File: config.mk
export PLATFORM = sky130hd
export DESIGN_NAME = fft_out_reorder_flat
export DESIGN_NICKNAME = d
export VERILOG_FILES = /design/src/rtl/fft_pkg.sv /design/src/rtl/fft_out_reorder_if.sv /design/src/rtl/fft_pingpong_bank.sv /design/src/rtl/fft_out_reorder.sv /design/src/flat_wrapper.sv
export SDC_FILE = /design/constraint.sdc
export NUM_CORES = 1
export LEC_CHECK = 0
export CAP_MARGIN = 25
export CELL_PAD_IN_SITES_DETAIL_PLACEMENT = 0
export CELL_PAD_IN_SITES_GLOBAL_PLACEMENT = 1
export CORE_UTILIZATION = 50
export DETAILED_ROUTE_END_ITERATION = 12
export HOLD_SLACK_MARGIN = 0.15
export PLACE_DENSITY_LB_ADDON = 0.1
export SLEW_MARGIN = 10
export SYNTH_ARGS = -nofsm -noshare
export SYNTH_HDL_FRONTEND = slang
export SYNTH_SLANG_ARGS = --single-unit
export TNS_END_PERCENT = 20
File: constraint.sdc
create_clock -name clk -period 5.4 [get_ports clk]
set_input_delay 0.54 -clock clk [delete_from_list [all_inputs] [get_ports clk]]
set_output_delay 0.54 -clock clk [all_outputs]
set_load 0.1 [all_outputs]
File: src/rtl/fft_pkg.sv
// Shared constants, complex sample type and bit-reverse helper for the 16-point FFT datapath.
package fft_pkg;
    localparam int FFT_N     = 16;
    localparam int FFT_LOG2N = 4;
    localparam int SAMPLE_W  = 34;
    localparam int HALF_W    = 17;

    typedef struct packed {
        logic signed [HALF_W-1:0] re;
        logic signed [HALF_W-1:0] im;
    } cplx_t;

    function automatic logic [FFT_LOG2N-1:0] bitrev4(input logic [FFT_LOG2N-1:0] a);
        return {a[0], a[1], a[2], a[3]};
    endfunction
endpackage

File: src/rtl/fft_out_reorder_if.sv
// Stream bundle around the reorder buffer: input side from the FFT core, output side to the consumer.
interface fft_out_reorder_if import fft_pkg::*; #(parameter int DW = SAMPLE_W);
    logic [DW-1:0]        data_in;
    logic                 in_valid;
    logic                 in_ready;
    logic [DW-1:0]        data_out;
    logic                 out_valid;
    logic                 out_ready;
    logic [FFT_LOG2N-1:0] out_index;
    logic                 out_last;

    modport master (
        output data_in, in_valid, out_ready,
        input  in_ready, data_out, out_valid, out_index, out_last
    );

    modport slave (
        input  data_in, in_valid, out_ready,
        output in_ready, data_out, out_valid, out_index, out_last
    );
endinterface

File: src/rtl/fft_pingpong_bank.sv
// Two banks of N x DW registers: one synchronous write port, one combinational read port.
module fft_pingpong_bank import fft_pkg::*; #(
    parameter int N  = FFT_N,
    parameter int DW = SAMPLE_W
) (
    input  logic                 clk,
    input  logic                 we,
    input  logic                 wbank,
    input  logic [FFT_LOG2N-1:0] waddr,
    input  logic [DW-1:0]        wdata,
    input  logic                 rbank,
    input  logic [FFT_LOG2N-1:0] raddr,
    output logic [DW-1:0]        rdata
);
    logic [1:0][N-1:0][DW-1:0] mem;

    // Storage is intentionally not reset; full flags gate its visibility.
    for (genvar b = 0; b < 2; b++) begin : g_bank
        always_ff @(posedge clk) begin
            if (we && (wbank == 1'(b)))
                mem[b][waddr] <= wdata;
        end
    end

    assign rdata = mem[rbank][raddr];
endmodule

File: src/rtl/fft_out_reorder.sv
// Ping-pong reorder buffer: bit-reversed FFT output in, natural bin order out.
// Macro FFT_REORDER_BITREV_EN enables bit-reversed write addressing; otherwise plain 2-frame buffer.
module fft_out_reorder import fft_pkg::*; #(
    parameter int N  = FFT_N,
    parameter int DW = SAMPLE_W
) (
    input  logic               clk,
    input  logic               rst,
    fft_out_reorder_if.slave   bus,
    output logic               overflow
);
    localparam logic [FFT_LOG2N-1:0] LAST = FFT_LOG2N'(N - 1);

    logic [1:0]           full, full_nxt;
    logic                 wr_bank, rd_bank;
    logic [FFT_LOG2N-1:0] wr_ptr, rd_ptr, waddr;
    logic                 wr_fire, rd_fire;
    logic [DW-1:0]        rdata;

    assign bus.in_ready  = !full[wr_bank];
    assign bus.out_valid = full[rd_bank];
    assign bus.out_index = rd_ptr;
    assign bus.out_last  = (rd_ptr == LAST);
    assign bus.data_out  = rdata;

    assign wr_fire = bus.in_valid && !full[wr_bank];
    assign rd_fire = full[rd_bank] && bus.out_ready;

`ifdef FFT_REORDER_BITREV_EN
    assign waddr = bitrev4(wr_ptr);
`else
    assign waddr = wr_ptr;
`endif

    // Set and clear always target different banks, so both may apply in one cycle.
    always_comb begin
        full_nxt = full;
        if (wr_fire && (wr_ptr == LAST)) full_nxt[wr_bank] = 1'b1;
        if (rd_fire && (rd_ptr == LAST)) full_nxt[rd_bank] = 1'b0;
    end

    always_ff @(posedge clk) begin
        if (rst) begin
            full     <= '0;
            wr_bank  <= 1'b0;
            rd_bank  <= 1'b0;
            wr_ptr   <= '0;
            rd_ptr   <= '0;
            overflow <= 1'b0;
        end else begin
            full <= full_nxt;
            if (wr_fire) begin
                wr_ptr <= wr_ptr + 1'b1;
                if (wr_ptr == LAST) wr_bank <= ~wr_bank;
            end
            if (rd_fire) begin
                rd_ptr <= rd_ptr + 1'b1;
                if (rd_ptr == LAST) rd_bank <= ~rd_bank;
            end
            if (bus.in_valid && full[wr_bank]) overflow <= 1'b1;
        end
    end

    fft_pingpong_bank #(.N(N), .DW(DW)) u_bank (
        .clk   (clk),
        .we    (wr_fire && !rst),
        .wbank (wr_bank),
        .waddr (waddr),
        .wdata (bus.data_in),
        .rbank (rd_bank),
        .raddr (rd_ptr),
        .rdata (rdata)
    );
endmodule

File: src/flat_wrapper.sv
// flat-port wrapper written by rule: the top's interface ports become plain ports
module fft_out_reorder_flat import fft_pkg::*;
#(
    parameter int N  = FFT_N,
    parameter int DW = SAMPLE_W
)
  (clk, rst, overflow, bus_data_in, bus_in_valid, bus_out_ready, bus_in_ready, bus_data_out, bus_out_valid, bus_out_index, bus_out_last);
  fft_out_reorder_if #(.DW(DW)) bus_i ();
  input  logic clk;
  input  logic rst;
  output logic overflow;
  input wire logic [$bits(bus_i.data_in)-1:0] bus_data_in;
  input wire logic [$bits(bus_i.in_valid)-1:0] bus_in_valid;
  input wire logic [$bits(bus_i.out_ready)-1:0] bus_out_ready;
  output wire logic [$bits(bus_i.in_ready)-1:0] bus_in_ready;
  output wire logic [$bits(bus_i.data_out)-1:0] bus_data_out;
  output wire logic [$bits(bus_i.out_valid)-1:0] bus_out_valid;
  output wire logic [$bits(bus_i.out_index)-1:0] bus_out_index;
  output wire logic [$bits(bus_i.out_last)-1:0] bus_out_last;
  assign bus_i.data_in = bus_data_in;
  assign bus_i.in_valid = bus_in_valid;
  assign bus_i.out_ready = bus_out_ready;
  assign bus_in_ready = bus_i.in_ready;
  assign bus_data_out = bus_i.data_out;
  assign bus_out_valid = bus_i.out_valid;
  assign bus_out_index = bus_i.out_index;
  assign bus_out_last = bus_i.out_last;
  fft_out_reorder #(.N(N), .DW(DW)) u_core (.clk(clk), .rst(rst), .bus(bus_i), .overflow(overflow));
endmodule
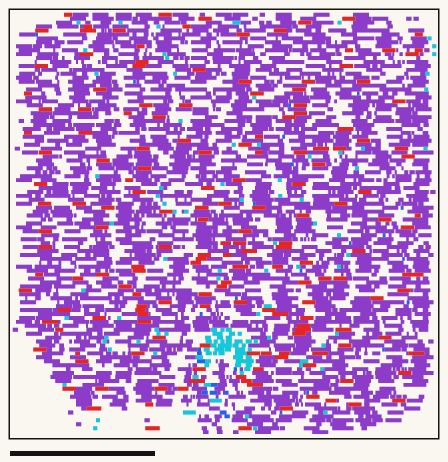
Fig. 1. Drive-strength map (run 1).
Bar = 100 um.
red -> x6 and larger  # cells 171, share 6.4%
purple -> x1 and smaller  # cells 2359, share 88%
cyan -> x3 and x4  # cells 127, share 4.7%
blue -> x2  # cells 29, share 1.1%
nonclk buf count: 192
area grow syn2layout: 14.7%

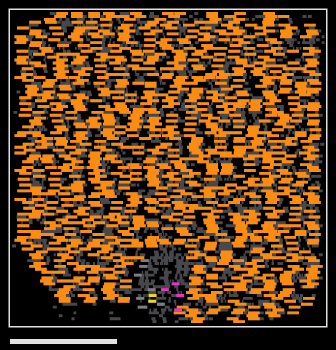
Fig. 2. Sequential cells grouped by signal name (run 1).
Bar = 100 um. Other sequential cells in the stronger grey, the rest of the logic in the fainter grey.
yellow -> `u_core.full`  # sequential cells 2
magenta -> `u_core.waddr`  # sequential cells 4, where bottom centre
orange -> `u_core.u_bank.mem`  # sequential cells 1088, where spread over the die
not coloured = 7
Final Util: 58.0%
seq pwr: 9.43 mW
sequential share of cell area: 66.6%
flip-flop and latch area: 32900 um^2

==> results_dict.tcl, run 1 <==
# implementation run metrics
set metrics [dict create \
    cts-resized-gates 0 \
    status "complete, no violations" \
    cts_tree "yes" \
    slowest_delay_ns 1.17 \
    dieArea_um2 87400 \
    fp_util_pct 50.6 \
    cts_buffers 111 \
    crit_arrival_ns 4.11 \
    clk_pin_slew_ns 0.06 \
    crit_buf_inv 2 \
    rsz0062_at_grt "false" \
    grt_max_degree 70 \
    fin_cells 3831 \
    timing.hold.ws_ns 0.497 \
    logic_area_um2 9440 \
    preCtsSetupSlack_ns 1.44 \
    r2r_end "u_core.u_bank.mem[1081]" \
    grt_pass1_wl_um 159000 \
    die_w_um 296 \
    adder_share_pct 0.145 \
    clock_skew_ns 0.0202 \
    seq_cell_count 1101 \
    yosys_area_um2 43100 \
    ys_warn_count 0 \
    common_cells "1088 x edfxtp_1, 545 x mux2i_1, 115 x nand2_1" \
    warnings 30 \
    final_common_cell "edfxtp_1" \
    clkCellAreaFrac_pct 7.31 \
    logic_family "multiplexers" \
    ys_sh_xor_pct 0.142 \
    holdBufCountCts 0 \
    diodes 1 \
    wirelength_um 113000 \
    slew_viol_final 0 \
    p_per_area_nw_per_um2 353 \
    cp_cell_sequence "buf_12 > mux2i_1 > a22o_1 > nor3_1 > a31oi_1 > nand3_1 > clkdlybuf4s50_1" \
    ys.flop_type "edfxtp_1" \
    netlist_area_um2 43100 \
    wl_per_cell_um 29.5 \
]
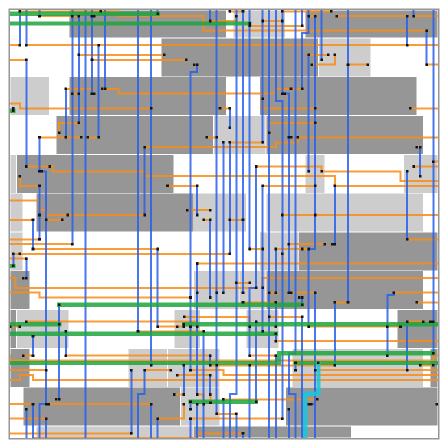
Fig. 3. Layout detail (run 1).
Region (207, 59) to (237, 89) um. Cells in grey, sequential cells in the stronger grey; small squares are vias.
blue -> M2
green -> M3
orange -> M1
cyan -> M4
most frequent = edfxtp_1 (13), mux2i_1 (7), buf_4 (2)
sequential cells in the window = 13
netlist names of flops here include = `u_core.u_bank.mem` (13)
cells with their middle in the window = 30

## run 1: state kept, by name, indices dropped and copies added, names as in the netlist
| register | cells |
|---|---|
| u_core.wr_bank | 1 |
| u_core.overflow | 1 |
| u_core.u_bank.mem | 1088 |
| u_core.bus.out_index | 4 |
| u_core.rd_bank | 1 |
| u_core.full | 2 |
| u_core.waddr | 4 |
## run 1: routing by layer
metal,wire (um),vias to the layer above,track usage [%]
li1,-,9982,-
met1,48600,11800,35.5
met2,55000,652,42.5
met3,6250,178,4.14
met4,2990,16,8.02
met5,106,-,0
## run 1: power by group
part | switching [mW] | internal, mW
sequential | 0.00755 | 9.42
combinational | 0.284 | 0.0960
clock | 3.12 | 4.52
==> run 2, diff against run 1 <==
Settings changed: CORE_MARGIN set to 10, CTS_BUF_LIST set to sky130_fd_sc_hd__clkbuf_4 sky130_fd_sc_hd__clkbuf_8 sky130_fd_sc_hd__clkbuf_16.
==> results_dict.tcl, run 2 <==
# implementation run metrics
set metrics [dict create \
    warnings 30 \
    common_cells "1088 x edfxtp_1, 545 x mux2i_1, 115 x nand2_1" \
    nNonClkBuffers 187 \
    regArea_um2 32900 \
    p_per_area_nw_per_um2 356 \
    clk_pin_slew_ns 0.06 \
    use_met3_pct 4.45 \
    wirelength_um 112000 \
    slowest_delay_ns 0.99 \
    die_w_um 314 \
    ys_warn_count 0 \
    area_growth_pct 15.1 \
    crit_buf_inv 3 \
    clkCellAreaFrac_pct 7.64 \
    p_seq_share_pct 53.2 \
    holdBufCountCts 0 \
    grtUsageMet2_pct 35.9 \
    p_comb_share_pct 2.2 \
    cts_tree "yes" \
    dr.max_layer_used "met5" \
    netlist_area_um2 43100 \
    crit_arrival_ns 4.16 \
    grt_pass1_wl_um 159000 \
    intPower_mw 14.1 \
    logic_area_um2 9440 \
    preCtsSetupSlack_ns 1.35 \
    largest_reg_flops 1088 \
    status "complete, no violations" \
    dr_wl_met3_um 7600 \
    dieArea_um2 98400 \
    fp_util_pct 50.5 \
    p_seq_mw 9.42 \
    use_met1_pct 30.3 \
    top_register "u_core.u_bank.mem" \
    cts-resized-gates 0 \
    fin_cells 3838 \
    diodes 2 \
    final_common_cell "edfxtp_1" \
]
run 2: worst paths after layout:
path	from	end	slack [ns]	cells after the start
setup reg to reg	u_core.wr_bank	u_core.u_bank.mem[200]	2.55	4
setup / recovery	u_core.rd_bank	bus_data_out[23]	0.70	8
hold reg to reg	u_core.overflow	u_core.overflow	0.48	2
hold / removal	u_core.overflow	u_core.overflow	0.48	2
run 2: kinds of logic (layout without fill, tap and decap cells):
| group | Yosys count | count (layout) | share of synthesized area [%] |
|---|---|---|---|
| flops | 1101 | 1101 | 76.4 |
| xor+xnor | 7 | 7 | 0.142 |
| buf+inv | 146 | 401 | 2.36 |
| fa+ha+maj | 5 | 5 | 0.145 |
| compound gates | 312 | 312 | 4.91 |
| other cells | 0 | 2 | 0 |
| mux | 547 | 547 | 12.7 |
| simple gates | 319 | 319 | 3.35 |
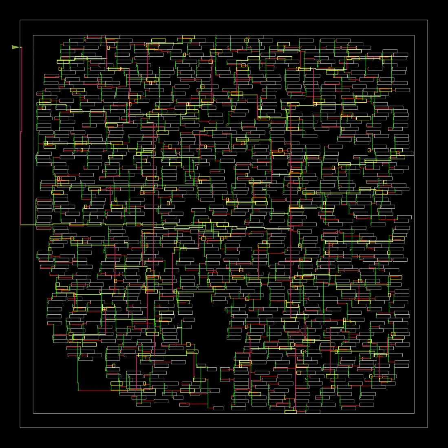
Fig. 4. Clock wiring as the flow saved it (run 2).
worst skew pair latency: 0.68 ns
TritonCTS Buffers: 112
flop count: 1101
clock sink total: 1101
Clock buffer cells: 129

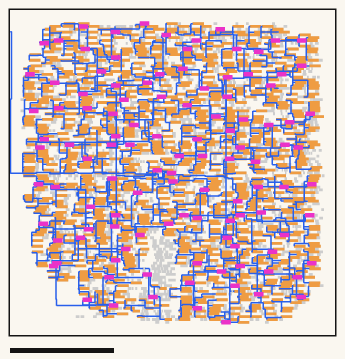
Fig. 5. Clock distribution (run 2).
Bar = 100 um.
magenta -> clock-net drivers  # count 112
orange -> flip-flops  # count 1101
blue -> clock wires  # length 12300 um
routed clock nets = 113
flops lie = spread over the die
skew final: 0.0284 ns
clock share of power: 44.5%
clk pwr: 7.88 mW

Power and IR drop assume default switching activity.
